$ cat src/rtl/counter_session_arbiter.sv
// Session arbiter/controller for the shared counter datapath (counter A, JK flags E and F).
// Grants the datapath to one requester at a time and sequences clear/count/flag for its session.
// Build option: define ARB_FIXED_PRIORITY_EN for fixed lowest-index-wins priority instead of
// round-robin.
module counter_session_arbiter #(
   parameter int unsigned N_REQ = 2,
   parameter int unsigned WIDTH = 4
) (
   input  logic             clock,
   input  logic             reset_b,
   input  logic [N_REQ-1:0] req,
   input  logic [WIDTH-1:0] A,
   output logic [N_REQ-1:0] gnt,
   output logic [N_REQ-1:0] done,
   output logic             busy,
   output logic             clr_A_F,
   output logic             incr_A,
   output logic             set_E,
   output logic             clr_E,
   output logic             set_F
);

   localparam int unsigned PtrW = (N_REQ > 1) ? $clog2(N_REQ) : 1;

   typedef enum logic [1:0] {StIdle, StClear, StCount, StFlag} state_e;

   state_e            state_q, state_d;
   logic [N_REQ-1:0]  gnt_q, gnt_d;
   logic [PtrW-1:0]   ptr_q, ptr_d;
   logic              win_vld;
   logic [PtrW-1:0]   win_idx;

   // Low bits of A do not take part in control decoding.
   logic unused_a_low;
   assign unused_a_low = ^A[WIDTH-3:0];

   // Pick the winning requester among the current req bits.
   always_comb begin
      int unsigned idx;
      win_vld = 1'b0;
      win_idx = '0;
      idx     = 0;
      for (int unsigned k = 0; k < N_REQ; k++) begin
`ifdef ARB_FIXED_PRIORITY_EN
         idx = k;
`else
         idx = (32'(ptr_q) + k) % N_REQ;
`endif
         if (!win_vld && req[PtrW'(idx)]) begin
            win_vld = 1'b1;
            win_idx = PtrW'(idx);
         end
      end
   end

   // Next state, grant/pointer update and datapath control decode.
   always_comb begin
      int unsigned nxt;
      state_d = state_q;
      gnt_d   = gnt_q;
      ptr_d   = ptr_q;
      done    = '0;
      clr_A_F = 1'b0;
      incr_A  = 1'b0;
      set_E   = 1'b0;
      clr_E   = 1'b0;
      set_F   = 1'b0;
      nxt     = (32'(win_idx) + 1) % N_REQ;
      unique case (state_q)
         StIdle: begin
            if (win_vld) begin
               state_d          = StClear;
               gnt_d            = '0;
               gnt_d[win_idx]   = 1'b1;
`ifndef ARB_FIXED_PRIORITY_EN
               ptr_d            = PtrW'(nxt);
`endif
            end
         end
         StClear: begin
            clr_A_F = 1'b1;
            state_d = StCount;
         end
         StCount: begin
            incr_A = 1'b1;
            set_E  = A[WIDTH-2];
            clr_E  = ~A[WIDTH-2];
            // Terminal pattern 11xx: the final increment happens on this same cycle.
            if (A[WIDTH-1] & A[WIDTH-2]) state_d = StFlag;
         end
         StFlag: begin
            set_F   = 1'b1;
            done    = gnt_q;
            state_d = StIdle;
            gnt_d   = '0;
         end
         default: state_d = StIdle;
      endcase
   end

   // State, grant and round-robin pointer registers.
   always_ff @(posedge clock or negedge reset_b) begin
      if (!reset_b) begin
         state_q <= StIdle;
         gnt_q   <= '0;
         ptr_q   <= '0;
      end else begin
         state_q <= state_d;
         gnt_q   <= gnt_d;
         ptr_q   <= ptr_d;
      end
   end

   assign gnt  = gnt_q;
   assign busy = (state_q != StIdle);

endmodule

$ cat config.mk
export PLATFORM = sky130hd
export DESIGN_NAME = counter_session_arbiter
export DESIGN_NICKNAME = d
export VERILOG_FILES = /design/src/rtl/counter_session_arbiter.sv
export SDC_FILE = /design/constraint.sdc
export NUM_CORES = 1
export LEC_CHECK = 0
export CAP_MARGIN = 5
export CORE_AREA = 5 5 42 44
export CTS_CLUSTER_SIZE = 20
export DETAILED_ROUTE_END_ITERATION = 7
export DIE_AREA = 0 0 47 49
export GPL_ROUTABILITY_DRIVEN = 0
export SETUP_SLACK_MARGIN = 0.1
export SLEW_MARGIN = 20
export SYNTH_ARGS = -nofsm -noshare
export SYNTH_HDL_FRONTEND = slang
export SYNTH_SLANG_ARGS = --single-unit
$ cat constraint.sdc
create_clock -name clock -period 1.9 [get_ports clock]
set_clock_uncertainty 0.05 [all_clocks]
set_input_delay 0.19 -clock clock [delete_from_list [all_inputs] [get_ports clock]]
set_output_delay 0.19 -clock clock [all_outputs]
set_load 0.02 [all_outputs]
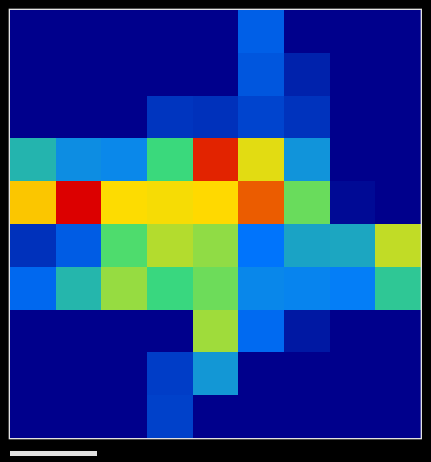
Fig. 1. Signal metal coverage by tile (run 1).
Scale bar: 10 um. 9 x 10 tiles, from dark blue (low) to red (high), scaled to the fullest tile. Values are wire area over tile area, all layers added.
The emptiest ninth of the die: top right. 18% of the tiles are over half the peak. The fullest tile reaches 0.25. The densest ninth of the die: middle.

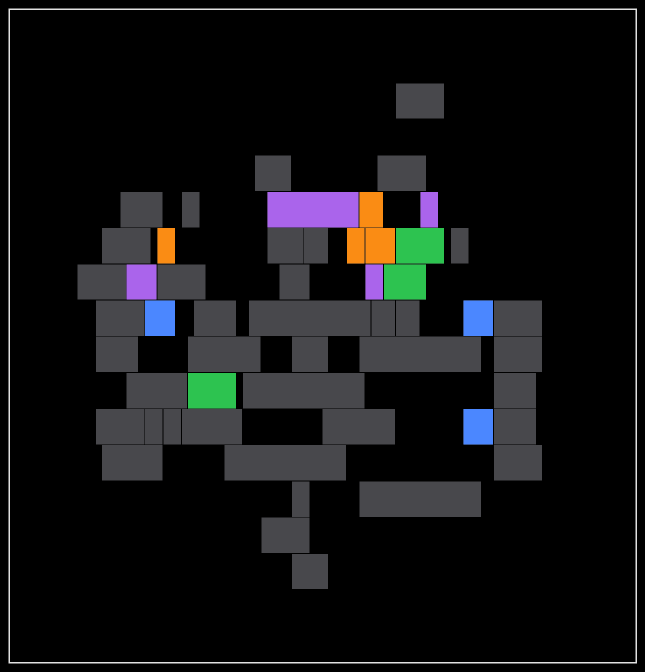
Fig. 2. Gate families picked out (run 1).
Blue shows AND and OR gates, cells 3. Green shows AND-OR and OR-AND gates, cells 3. Orange shows NAND gates, cells 4. Purple shows NOR gates, cells 4.
share of cell area taken by multi-input logic gates: 0.367
Final Instance Count excl. Fillers: 69
most numerous logic cell after layout: sky130_fd_sc_hd__clkdlybuf4s50_1

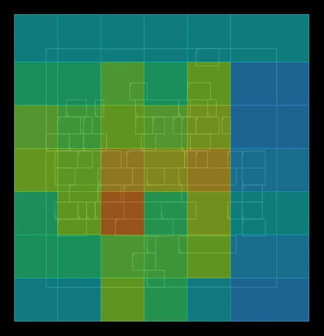
Fig. 3. Routing congestion map (run 1).
Global Route met1 Usage: 0.0895
post-DR wirelength/cell: 10.0 um
grt met3 use: 0.0517

==> flow_summary_export.csv, run 1 <==
group,metric,value,unit
die,core,0.00140,sq mm
yosys,yosysWarningCount,0,
outcome,status,"complete, no violations",
clock_tree,clockRootBuffer,"sky130_fd_sc_hd__clkbuf_4",
yosys,synth-cells-yosys,34,
pwr,power_sequential,0.000202,W
die,fp.dieArea,0.00230,sq mm
global_route,gr_met2_demand_resource,0.0860,
pwr,worst_ir_drop_on_vdd,718,uV
layout,n_fill_cell,155,
yosys,synthesis.nets,46,
place,placement.setup.worst_slack,0.188,ns
sta,hold_worst_slack,0.112,ns
detailed_routing,num_vias,302,
global_route,top_usage_layer,"met1",
pwr,share_seq_of_total_power,0.235,
clock_tree,clk-insertion-delay-late,0.24,ns
worst_setup_path,cp.arrival,1.50,ns
detailed_routing,top_signal_layer_used,"met4",
sta,finalSetupViolations,0,
yosys,synth.cellmix.xorXnorShare,0,
global_route,grt_max_degree,7,
place,numPortBuffers,15,
pwr,total_power_per_unit_cell_area,1600,mW/mm^2
sta,hold_viol,0,
detailed_routing,met2_length,265,um
pwr,p_sw,0.000350,W
global_route,global_route_wire_length_before_repair,1150,um
layout,drive_above_1_share,0.170,
yosys,synthDistinctLibCells,19,
die,die_width,47,um
worst_setup_path,worstPathRequired,1.66,ns
pwr,p_int,0.000508,W
yosys,avgSynthCellArea,10.2,sq um
pwr,total_leakage_power,0.249,nW
sta,tightestPinTransition,0.230,ns
worst_setup_path,r2r_slack,0.39,ns
detailed_routing,wl,692,um
detailed_routing,route.detailed.vias_per_inst,4.38,
yosys,yosysTopAreaCellShare,0.362,
yosys,synth.logic.top_family,"simple AND/OR/NAND/NOR gates",
yosys,yosysTopAreaCell,"sky130_fd_sc_hd__dfrtp_1",
worst_setup_path,timing_worst_setup_path_type,"register to output pin",
detailed_routing,route.antenna.remaining_nets,0,
worst_setup_path,slowest_stage,"sky130_fd_sc_hd__clkdlybuf4s50_1",
[run 1: worst max-delay path, delay by kind of cell, from the launching register on]
kind	cells	cell delay [ns]
buffers and inverters	1	0.61
DFF	1	0.40
adders and majority gates	1	0.24
[run 1: worst max path at each step]
stage / start / endpoint / slack (ns) / cells past startpoint
after floorplan: state_q[0] / state_q[1] / 0.40 / 6
after CTS: state_q[0] / set_F / 0.14 / 2
after global placement: state_q[0] / clr_E / 0.17 / 4
after global routing: state_q[0] / clr_E / 0.09 / 4
after detailed placement: state_q[0] / clr_E / 0.19 / 4
final: state_q[0] / set_F / 0.16 / 2
[run 1: stage by stage]
step | power, W | instance area [sq um] | utilization
detailed placement | 0.000766 | 512 | 0.365
global route | 0.000940 | 536 | 0.382
CTS | 0.000871 | 533 | 0.380
global placement | 0.000765 | 512 | 0.365
floorplan | 0.000570 | 345 | -
finish | 0.000858 | 536 | 0.382
[run 1: what timing repair did]
item                                    CTS  global route
setup buffers                             0             0
endpoints found under the setup margin    6             2
gates resized                             7             2
[run 1: area by class of cell]
class / count / area share
Inverter: 4 / 0.0280
Timing Repair Buffer: 16 / 0.285
Clock buffer: 4 / 0.0491
Multi-Input combinational cell: 24 / 0.367
Tap cell: 16 / 0.0374
Sequential cell: 5 / 0.234
[run 1: sequential cells by signal (all words and copies together), names as in the netlist]
signal and cells:
ptr_q 1, state_q 2, gnt 2
[run 1: synthesized netlist by cell type, drive strengths merged]
cell / n
buf: 1
nor3b: 1
nor2b: 1
o21ai: 2
ha: 4
o22a: 1
a32o: 1
mux2: 1
a21oi: 2
nor2: 2
a22o: 1
dfrtp: 5
and2: 3
nand3: 1
inv: 4
nand2: 2
a31oi: 1
nand2b: 1
==> run 1 -> run 2 <==
--- a/config.mk
+++ b/config.mk
@@ -5,7 +5,7 @@
 export SDC_FILE = /design/constraint.sdc
 export NUM_CORES = 1
 export LEC_CHECK = 0
-export CAP_MARGIN = 5
+export CAP_MARGIN = 20
 export CORE_AREA = 5 5 42 44
 export CTS_CLUSTER_SIZE = 20
 export DETAILED_ROUTE_END_ITERATION = 7
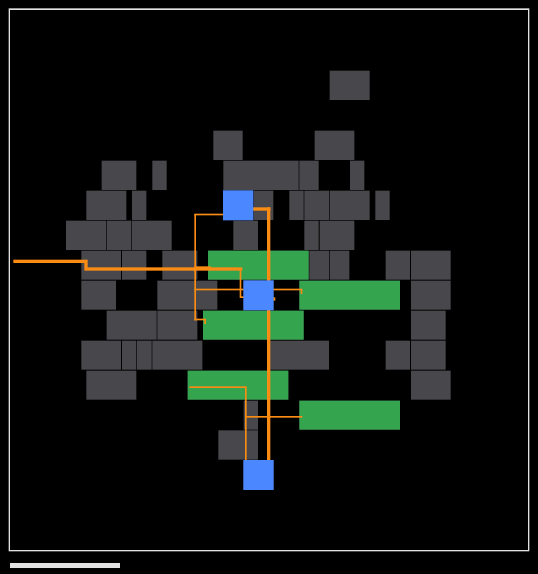
Fig. 4. Routed clock nets over the placement (run 2).
Scale bar: 10 um.
Orange shows clock wires, length 101 um. Blue shows cells driving clock nets, count 3. Green shows flip-flops, count 5.
Position of the flops: middle. There are 4 routed clock nets.
power drawn by the clock network: 0.000125 W
clock latency of the later-clocked register in the worst-skew pair: 0.24 ns
Clock Power Share: 0.146

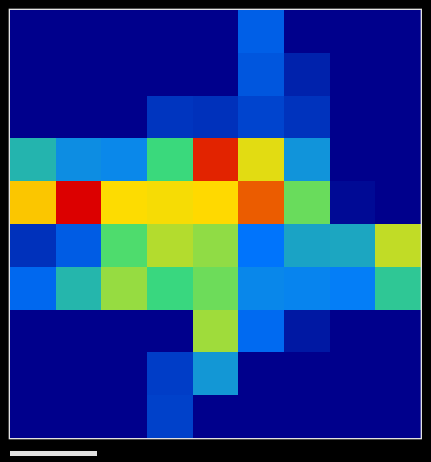
Fig. 5. Signal metal coverage by tile (run 2).
Scale bar: 10 um. 9 x 10 tiles, from dark blue (low) to red (high), scaled to the fullest tile. Values are wire area over tile area, all layers added.
18% of the tiles are over half the peak. The fullest tile reaches 0.25. The emptiest ninth of the die: top right. The densest ninth of the die: middle.

==> run 2 against run 1 <==
- combinational power about the same
- count of clock-buffer cells in the layout unchanged
- highest routed layer unchanged
- clock power about the same
- fmax unchanged
- area after synthesis unchanged
- sequential share of layout area unchanged
- largest power group unchanged
- total power unchanged
- core utilization unchanged
- critical path depth unchanged
- critical endpoint unchanged
==> flow_summary_export.csv, run 2 <==
group,metric,value,unit
outcome,status,"complete, no violations",
pwr,total_leakage_power,0.249,nW
detailed_routing,drt-wirelength-per-cell,10.0,um
yosys,synthDistinctLibCells,19,
pwr,total_power_per_unit_cell_area,1600,mW/mm^2
worst_setup_path,worstPathRequired,1.66,ns
global_route,gr_met2_demand_resource,0.0860,
worst_setup_path,timing_worst_setup_path_type,"register to output pin",
worst_setup_path,combined_buffer_and_inverter_count_along_the_critical_path,1,
place,numPortBuffers,15,
worst_setup_path,r2r_slack,0.39,ns
yosys,yosysTopAreaCell,"sky130_fd_sc_hd__dfrtp_1",
sta,finalSetupViolations,0,
pwr,share_seq_of_total_power,0.235,
global_route,grt_max_degree,7,
detailed_routing,route.antenna.remaining_nets,0,
yosys,synth-cells-yosys,34,
pwr,p_int,0.000508,W
detailed_routing,route.detailed.vias_per_inst,4.38,
pwr,worst_ir_drop_on_vdd,718,uV
yosys,yosysTopAreaCellShare,0.362,
yosys,postSynth.asyncResetShare,1.00,
global_route,top_usage_layer,"met1",
global_route,met1_usage,0.0895,
layout,drive_above_1_share,0.170,
global_route,global_route_wire_length_before_repair,1150,um
yosys,yosys.cell_count.top_type,"sky130_fd_sc_hd__dfrtp_1",
place,placement.setup.worst_slack,0.188,ns
sta,tightestPinTransition,0.230,ns
pwr,p_sw,0.000350,W
global_route,gr-usage-met3,0.0517,
yosys,synthesis.nets,46,
detailed_routing,met2_length,265,um
yosys,synthTopCellsByCount,"sky130_fd_sc_hd__dfrtp_1, sky130_fd_sc_hd__ha_1, sky130_fd_sc_hd__inv_1",
clock_tree,clockRootBuffer,"sky130_fd_sc_hd__clkbuf_4",
worst_setup_path,slowest_stage,"sky130_fd_sc_hd__clkdlybuf4s50_1",
[run 2: cell counts in the layout (fill, tap and decap cells not counted)]
No cell type changed its count.
[run 2: per-stage QoR]
step                      hold WS, ns  cell area, sq um   util  instances  power, W
final                           0.112               536  0.382         69  0.000858
after global placement          0.378               512  0.365         65  0.000765
after global routing            0.122               536  0.382         69  0.000940
after CTS                       0.118               533  0.380         69  0.000871
after detailed placement        0.379               512  0.365         65  0.000766
after floorplan                -0.156               345      -         34  0.000570
[run 2: cell type report]
| cell class | count | share of cell area |
|---|---|---|
| inverter | 4 | 0.0280 |
| timing repair buffer | 16 | 0.285 |
| clock buffer | 4 | 0.0491 |
| tap | 16 | 0.0374 |
| sequential | 5 | 0.234 |
| multi-input combinational | 24 | 0.367 |
[run 2: how the worst max path moves through the flow]
| stage | start | endpoint | slack, ns | cells past startpoint |
|---|---|---|---|---|
| after floorplan | state_q[0] | state_q[1] | 0.40 | 6 |
| after global placement | state_q[0] | clr_E | 0.17 | 4 |
| after detailed placement | state_q[0] | clr_E | 0.19 | 4 |
| after CTS | state_q[0] | set_F | 0.14 | 2 |
| after global routing | state_q[0] | clr_E | 0.09 | 4 |
| final | state_q[0] | set_F | 0.16 | 2 |
[run 2: repair_timing]
action,4_1_cts,5_1_grt
buffers inserted,0,0
gates cloned,0,0
endpoints found under the setup margin,6,2
pin swaps,0,0
gates resized,7,2
[run 2: kinds of logic (layout without fill, tap and decap cells)]
kind of cell,Yosys count,in the layout,synth area share
and+or+nand+nor,11,11,0.203
muxes,1,1,0.0435
AOI/OAI and AO/OA,8,8,0.170
buffers and inverters,5,24,0.0761
adders and majority gates,4,4,0.145
DFF,5,5,0.362
Power figures rest on the tool's default switching activity, not on a simulated workload.
